[src/rtl/mem_ctrl.sv]
// ---------------------------------------------------------------------------
// mem_ctrl
// Memory controller between the core and a byte-wide RAM/IO bus. It answers
// the load/store buffer (LSB) request port and the instruction-fetch port,
// one request at a time, with the LSB winning when both ask in the same cycle.
// Each request is serialised into 1, 2 or 4 single-byte RAM cycles
// (little-endian). Read bytes are assembled and sign/zero extended, and the
// requester gets a one-cycle completion pulse.
//
// Ports
//   clk, rst            rising-edge clock, asynchronous active-high reset
//   rdy                 low: every register (state and outputs) holds
//   rollback_from_rob   flush: aborts reads and pending responses, not writes
//   io_buffer_full      UART FIFO full; stalls writes into IO space (addr[17:16]==2'b11)
//   mem_din/mem_dout    RAM read byte (for last cycle's address) / write byte
//   mem_a, mem_wr       RAM byte address, 1 = write
//   *_from_lsb          LSB request: valid, opcode, address, store data
//   valid/data_to_lsb   LSB completion pulse and load result (0 for stores)
//   *_from_ifetch       fetch request: valid, address
//   valid/inst_to_ifetch fetch completion pulse and fetched word
// ---------------------------------------------------------------------------
module mem_ctrl (
    input  logic        clk,
    input  logic        rst,
    input  logic        rdy,
    input  logic        rollback_from_rob,
    input  logic        io_buffer_full,
    input  logic [7:0]  mem_din,
    output logic [7:0]  mem_dout,
    output logic [31:0] mem_a,
    output logic        mem_wr,
    input  logic        valid_from_lsb,
    input  logic [3:0]  inst_type_from_lsb,
    input  logic [31:0] addr_from_lsb,
    input  logic [31:0] data_from_lsb,
    output logic        valid_to_lsb,
    output logic [31:0] data_to_lsb,
    input  logic        valid_from_ifetch,
    input  logic [31:0] addr_from_ifetch,
    output logic        valid_to_ifetch,
    output logic [31:0] inst_to_ifetch
);

    // Load/store opcodes shared with the LSB.
    localparam logic [3:0] LB  = 4'd0;
    localparam logic [3:0] LH  = 4'd1;
    localparam logic [3:0] LW  = 4'd2;
    localparam logic [3:0] LBU = 4'd3;
    localparam logic [3:0] LHU = 4'd4;
    localparam logic [3:0] SB  = 4'd5;
    localparam logic [3:0] SH  = 4'd6;
    localparam logic [3:0] SW  = 4'd7;

    typedef enum logic [1:0] {IDLE, READ, WRITE, DONE} state_t;

    function automatic logic [2:0] nbytes(input logic [3:0] op);
        case (op)
            LB, LBU, SB: nbytes = 3'd1;
            LH, LHU, SH: nbytes = 3'd2;
            default:     nbytes = 3'd4;
        endcase
    endfunction

    function automatic logic is_store(input logic [3:0] op);
        is_store = (op == SB) || (op == SH) || (op == SW);
    endfunction

    function automatic logic [31:0] extend(input logic [3:0] op, input logic [31:0] w);
        case (op)
            LB:      extend = {{24{w[7]}}, w[7:0]};
            LH:      extend = {{16{w[15]}}, w[15:0]};
            LBU:     extend = {24'd0, w[7:0]};
            LHU:     extend = {16'd0, w[15:0]};
            default: extend = w;
        endcase
    endfunction

    state_t      r_state, w_next_state;
    logic [31:0] r_addr, r_data, r_buf;
    logic [3:0]  r_op;
    logic        r_is_lsb;
    logic [2:0]  r_n, r_idx;

    // Incoming request, LSB has priority; a fetch is handled as a plain LW.
    logic        w_take, w_req_store;
    logic [31:0] w_req_addr;
    logic [3:0]  w_req_op;
    logic [1:0]  w_io_page;
    logic        w_io_stall;

    assign w_take      = (valid_from_lsb || valid_from_ifetch) && !rollback_from_rob;
    assign w_req_addr  = valid_from_lsb ? addr_from_lsb : addr_from_ifetch;
    assign w_req_op    = valid_from_lsb ? inst_type_from_lsb : LW;
    assign w_req_store = valid_from_lsb && is_store(inst_type_from_lsb);
    // The byte about to be launched belongs to the new request while idle.
    assign w_io_page   = (r_state == IDLE) ? w_req_addr[17:16] : r_addr[17:16];
    assign w_io_stall  = io_buffer_full && (w_io_page == 2'b11);

    // Next-register values computed by the output process.
    logic [31:0] w_mem_a_nx, w_data_to_lsb_nx, w_inst_nx, w_buf_nx, w_buf_cap;
    logic [7:0]  w_mem_dout_nx, w_wr_byte;
    logic        w_mem_wr_nx, w_valid_lsb_nx, w_valid_if_nx;
    logic [2:0]  w_idx_nx;

    // State register.
    always_ff @(posedge clk or posedge rst) begin
        // NOTE: sequential state uses non-blocking assignments so every flop samples pre-edge values.
        if (rst)
            r_state <= IDLE;
        else if (rdy)
            r_state <= w_next_state;
    end

    // Next-state logic.
    always_comb begin
        w_next_state = r_state;
        case (r_state)
            IDLE:    if (w_take) w_next_state = w_req_store ? WRITE : READ;
            READ:    if (rollback_from_rob) w_next_state = IDLE;
                     else if (r_idx == r_n) w_next_state = DONE;
            WRITE:   if (r_idx == r_n) w_next_state = DONE;
            DONE:    w_next_state = IDLE;
            default: w_next_state = IDLE;
        endcase
    end

    // Output / datapath logic: next values for the registered outputs.
    always_comb begin
        // NOTE: every signal assigned here gets a default first so no latch is inferred.
        w_mem_a_nx       = mem_a;
        w_mem_dout_nx    = mem_dout;
        w_mem_wr_nx      = 1'b0;
        w_valid_lsb_nx   = 1'b0;
        w_valid_if_nx    = 1'b0;
        w_data_to_lsb_nx = data_to_lsb;
        w_inst_nx        = inst_to_ifetch;
        w_idx_nx         = r_idx;
        w_buf_nx         = r_buf;

        // In READ, r_idx counts addresses issued; mem_din carries byte r_idx-1.
        w_buf_cap = r_buf;
        case (r_idx)
            3'd1:    w_buf_cap[7:0]   = mem_din;
            3'd2:    w_buf_cap[15:8]  = mem_din;
            3'd3:    w_buf_cap[23:16] = mem_din;
            3'd4:    w_buf_cap[31:24] = mem_din;
            default: ;
        endcase

        case (r_idx[1:0])
            2'd0:    w_wr_byte = r_data[7:0];
            2'd1:    w_wr_byte = r_data[15:8];
            2'd2:    w_wr_byte = r_data[23:16];
            default: w_wr_byte = r_data[31:24];
        endcase

        case (r_state)
            IDLE: begin
                if (w_take) begin
                    w_mem_a_nx = w_req_addr;
                    w_buf_nx   = 32'd0;
                    w_idx_nx   = 3'd0;
                    // Byte 0 of a store goes out in the very first cycle.
                    if (w_req_store && !w_io_stall) begin
                        w_mem_dout_nx = data_from_lsb[7:0];
                        w_mem_wr_nx   = 1'b1;
                        w_idx_nx      = 3'd1;
                    end
                end
            end
            READ: begin
                w_buf_nx = w_buf_cap;
                w_idx_nx = r_idx + 3'd1;
                // Hold the last address rather than touch a byte nobody asked for.
                if (r_idx + 3'd1 < r_n)
                    w_mem_a_nx = r_addr + {29'd0, r_idx} + 32'd1;
                if (!rollback_from_rob && r_idx == r_n) begin
                    if (r_is_lsb) begin
                        w_valid_lsb_nx   = 1'b1;
                        w_data_to_lsb_nx = extend(r_op, w_buf_cap);
                    end else begin
                        w_valid_if_nx = 1'b1;
                        w_inst_nx     = w_buf_cap;
                    end
                end
            end
            WRITE: begin
                // A committed store always completes, rollback or not.
                if (r_idx == r_n) begin
                    w_valid_lsb_nx   = 1'b1;
                    w_data_to_lsb_nx = 32'd0;
                end else if (!w_io_stall) begin
                    w_mem_a_nx    = r_addr + {29'd0, r_idx};
                    w_mem_dout_nx = w_wr_byte;
                    w_mem_wr_nx   = 1'b1;
                    w_idx_nx      = r_idx + 3'd1;
                end
            end
            default: ;
        endcase
    end

    // Registered outputs and request latch.
    always_ff @(posedge clk or posedge rst) begin
        if (rst) begin
            mem_a           <= 32'd0;
            mem_dout        <= 8'd0;
            mem_wr          <= 1'b0;
            valid_to_lsb    <= 1'b0;
            valid_to_ifetch <= 1'b0;
            data_to_lsb     <= 32'd0;
            inst_to_ifetch  <= 32'd0;
            r_addr          <= 32'd0;
            r_data          <= 32'd0;
            r_buf           <= 32'd0;
            r_op            <= 4'd0;
            r_is_lsb        <= 1'b0;
            r_n             <= 3'd0;
            r_idx           <= 3'd0;
        end else if (rdy) begin
            mem_a           <= w_mem_a_nx;
            mem_dout        <= w_mem_dout_nx;
            mem_wr          <= w_mem_wr_nx;
            valid_to_lsb    <= w_valid_lsb_nx;
            valid_to_ifetch <= w_valid_if_nx;
            data_to_lsb     <= w_data_to_lsb_nx;
            inst_to_ifetch  <= w_inst_nx;
            r_idx           <= w_idx_nx;
            r_buf           <= w_buf_nx;
            if (r_state == IDLE && w_take) begin
                r_addr   <= w_req_addr;
                r_data   <= data_from_lsb;
                r_op     <= w_req_op;
                r_is_lsb <= valid_from_lsb;
                r_n      <= nbytes(w_req_op);
            end
        end
    end

endmodule

[config.mk]
export PLATFORM = sky130hd
export DESIGN_NAME = mem_ctrl
export DESIGN_NICKNAME = d
export VERILOG_FILES = /design/src/rtl/mem_ctrl.sv
export SDC_FILE = /design/constraint.sdc
export NUM_CORES = 1
export LEC_CHECK = 0
export CAP_MARGIN = 10
export CELL_PAD_IN_SITES_DETAIL_PLACEMENT = 1
export CELL_PAD_IN_SITES_GLOBAL_PLACEMENT = 1
export CORE_ASPECT_RATIO = 0.8
export CORE_MARGIN = 2
export CORE_UTILIZATION = 43
export CTS_CLUSTER_DIAMETER = 150
export DETAILED_ROUTE_END_ITERATION = 8
export PLACE_DENSITY = 0.95
export SYNTH_ARGS = -nofsm -noshare
export SYNTH_HDL_FRONTEND = slang
export SYNTH_SLANG_ARGS = --single-unit
[constraint.sdc]
create_clock -name clk -period 13.15 [get_ports clk]
set_input_delay 3.945 -clock clk [delete_from_list [all_inputs] [get_ports clk]]
set_output_delay 3.945 -clock clk [all_outputs]
set_load 0.05 [all_outputs]
Fig. 1: clock routing
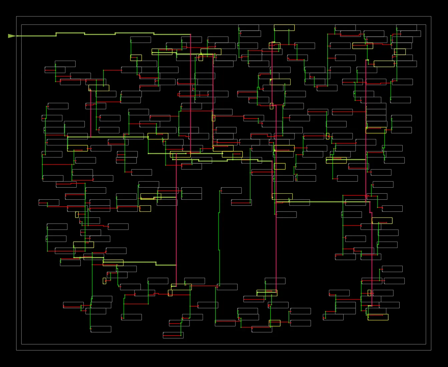
CTS Buf Count: 23
skew final: 0.0106 ns
Insertion Delay late pin: 0.52 ns
Sink Count: 216

Fig. 2: signal metal coverage by tile
The die is cut into 37 by 30 equal tiles; dark blue is low, red is high, scaled to the fullest tile. Values are wire area over tile area, all layers added.
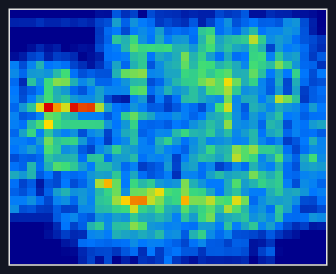
fullest tile: 0.81
tiles over half the peak: 8.6%
mean over tiles: 0.23
emptiest ninth of the die: upper left
nearly empty tiles: 8.5%
All-Layer GR Usage: 0.278
via count: 10,791
Routed WL: 39,300 um
routed len/inst: 21.4 um

==> impl_metrics.tcl <==
# place-and-route summary
set metrics [dict create \
    drive_above_1_share 0.0466 \
    grt_pass1_wl_um 62600 \
    coreArea_um2 26300 \
    yosysUniqueCellTypes 71 \
    finalClockPeriodUsage 0.560 \
    synth_seq_share 0.468 \
    top_cell "nand2_1" \
    via_per_inst 5.87 \
    cp_slowest_cell "a211o_2" \
    cts-root-buf "clkbuf_16" \
    ys_ff 216 \
    simple_gate_share 0.192 \
    crit_required_ns 13.57 \
    netlist_area_um2 11600 \
    placed_cells 1800 \
    postSynthCellCount 1301 \
    ys_sh_mux 0.0651 \
    critPathLaunchType "input pin" \
    io_buffers 221 \
    cts-resized-gates 0 \
    warning_count 34 \
    cts_setup_buffers 0 \
    cpMostUsedCell "o21ai_0" \
    slew_viol_final 0 \
    cap_violations 0 \
    ys_warn_count 0 \
    worst_path_largest_cell_delay_ns 0.71 \
    grt_max_degree 156 \
    top_cells_by_count "nand2_1 (301), dfrtp_1 (216), o21ai_0 (163), clkbuf_1 (75), mux2i_1 (65)" \
    fill_cells 3020 \
    rsz0062_at_grt "no" \
    syn2layout_area_growth_pct 26.9 \
    reg2reg_slack_ns 8.21 \
    power.density_nw_per_um2 251 \
    ff_type "dfrtp_1" \
    place_hpwl_um 28000 \
    clk_pin_slew_worst_paths_ns 0.06 \
    grt_overflow 0 \
    worst_ep_arrival_time_ns 7.78 \
    drt_pass1_iterations 5 \
    power.leakage_uw 0.00633 \
    fin_cells 1838 \
    die_x_um 187 \
    period_needed_ns 7.36 \
    cts_tree "done" \
    ys_top_logic_family "simple AND/OR/NAND/NOR gates" \
    drc 0 \
    xor_share 0.0370 \
    cts.htree.levels 1 \
    ant_nets 0 \
    io-pin-count 222 \
    finalSetupTns_ns 0 \
    ir_drop_mv 0.161 \
    adder_share 0.0191 \
    layout.nets 1600 \
    ys_cells 1301 \
    ys_sh_aoi 0.181 \
    synth_nets 1433 \
    synth.avg_cell_area_um2 8.88 \
    max-slew-margin-rel 0.228 \
    hold_class "register to register" \
    run_status "finished, final reports clean" \
    crit_path_cell_trace "buf_2 -> buf_4 -> mux2i_1 -> nor3_1 -> o21ai_0 -> nor2b_1 -> o21ai_0 -> a211o_2 -> or2_2 -> o21ai_0" \
    grt_pass1_vias 11292 \
    synth-edff-count 0 \
    antenna_found_initial 3 \
    cts_hold_buffers 0 \
    drt_iter0_markers 876 \
    endpoint_kind "register" \
    timing.hold.ws_ns 0.481 \
    max_freq_mhz 136 \
    total_power_uw 3680 \
    dieHeight_um 151 \
    tightest_slew_ns 1.16 \
    initial_core_util 0.439 \
    crit_fanout 64 \
    yosys_area_um2 11600 \
    hold_violations 0 \
    criticalPathCategory "input pin to register" \
    topCellsByArea "dfrtp_1 (47%), nand2_1 (9.8%), o21ai_0 (7.1%), mux2i_1 (5.6%), clkbuf_1 (2.4%)" \
    synth_top_area_share 0.468 \
    fp-row-count 53 \
    gp_congestion 0.915 \
    setup_viol 0 \
    cts.path.max_buffers 3 \
    synth-async-reset-ratio 1.00 \
    largest_area_cell "dfrtp_1" \
    die-area_um2 28200 \
]
Fig. 3: met4 routing
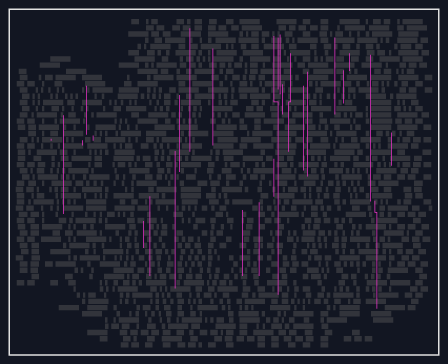
share of all routed wire: 2.2%
main direction: vertical
wire length on this layer: 864 um

Fig. 4: placed cells, one color a class
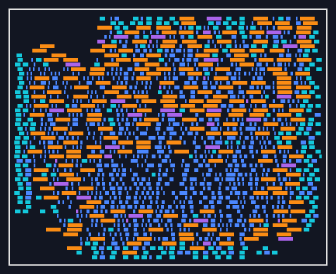
[orange] sequential cells | cells: 216
[blue] remaining logic cells | cells: 996
[purple] clock drivers and dummy loads | cells: 37
[cyan] remaining buffers and delay cells | cells: 231

-- through the flow --
stage	worst slack (ns)	utilization	instance area, um2
after CTS	5.82	0.557	14700
final	5.79	0.557	14700
after floorplan	3.30	-	11600
after global routing	5.53	0.557	14700
after detailed placement	5.27	0.530	14000
after global placement	5.60	0.530	14000
-- placed cells by master (no fill, tap or decap), drive strengths merged, types with 25 or more instances in the layout --
cell type / instances
nor2: 54
o21ai: 167
dfrtp: 216
clkbuf: 35
mux2i: 65
nor3: 25
nand2: 301
a22o: 32
xnor2: 31
nand3: 36
clkdlybuf4s50: 220
a21oi: 45
-- power by group --
| group | total (uW) | internal [uW] | switching [uW] |
|---|---|---|---|
| clock | 616 | 352 | 263 |
| sequential | 1160 | 921 | 236 |
| combinational | 1900 | 630 | 1280 |
-- cells by family after synthesis --
logic type,count (synthesis)
buf+inv,115
fa+ha+maj,17
flops,216
compound gates,337
simple gates,494
xor+xnor,48
mux,74
-- sequential cells by signal, indices dropped and copies added (netlist names) --
| signal | flops |
|---|---|
| data_to_lsb | 32 |
| inst_to_ifetch | 32 |
| mem_a | 32 |
| mem_dout | 8 |
| mem_wr | 1 |
| r_addr | 32 |
| r_buf | 32 |
| r_data | 32 |
| r_idx | 3 |
| r_is_lsb | 1 |
| r_n | 3 |
| r_op | 4 |
| r_state | 2 |
| valid_to_ifetch | 1 |
| valid_to_lsb | 1 |
-- per-layer routing --
| layer | global-route usage | wire (um) | vias to the layer above |
|---|---|---|---|
| met2 | 0.453 | 18200 | 408 |
| met3 | 0.0499 | 2980 | 61 |
| met5 | 0 | 25 | - |
| met1 | 0.385 | 17300 | 5431 |
| li1 | - | - | 4887 |
| met4 | 0.0687 | 863 | 4 |
-- layout make-up --
type                            count  area, um2  share of cell area
Multi-Input combinational cell    970       5730               0.391
Sequential cell                   216       5410               0.369
Timing Repair Buffer              231       2280               0.156
Clock buffer                       35        681              0.0464
Tap cell                          357        447              0.0305
Inverter                           26        105             0.00717
Clock inverter                      2       10.0            0.000683
Antenna cell                        1       2.50            0.000171
-- worst max-delay path: cells and delay by family --
| family | cells | cell delay, ns |
|---|---|---|
| buf+inv | 2 | 0.88 |
| simple gates | 3 | 0.83 |
| mux | 1 | 0.38 |
| compound gates | 4 | 1.69 |
-- final timing paths --
check	startpoint	endpoint	cells after the start
hold reg to reg	r_data[24]	r_data[24]	2
setup / recovery	valid_from_lsb	mem_a[21]	10
setup reg to reg	r_idx[0]	mem_a[31]	12
max in group asynchronous	rst	r_buf[13]	3
min in group asynchronous	rst	inst_to_ifetch[26]	2
hold / removal	r_data[24]	r_data[24]	2
Power and IR drop assume default switching activity.
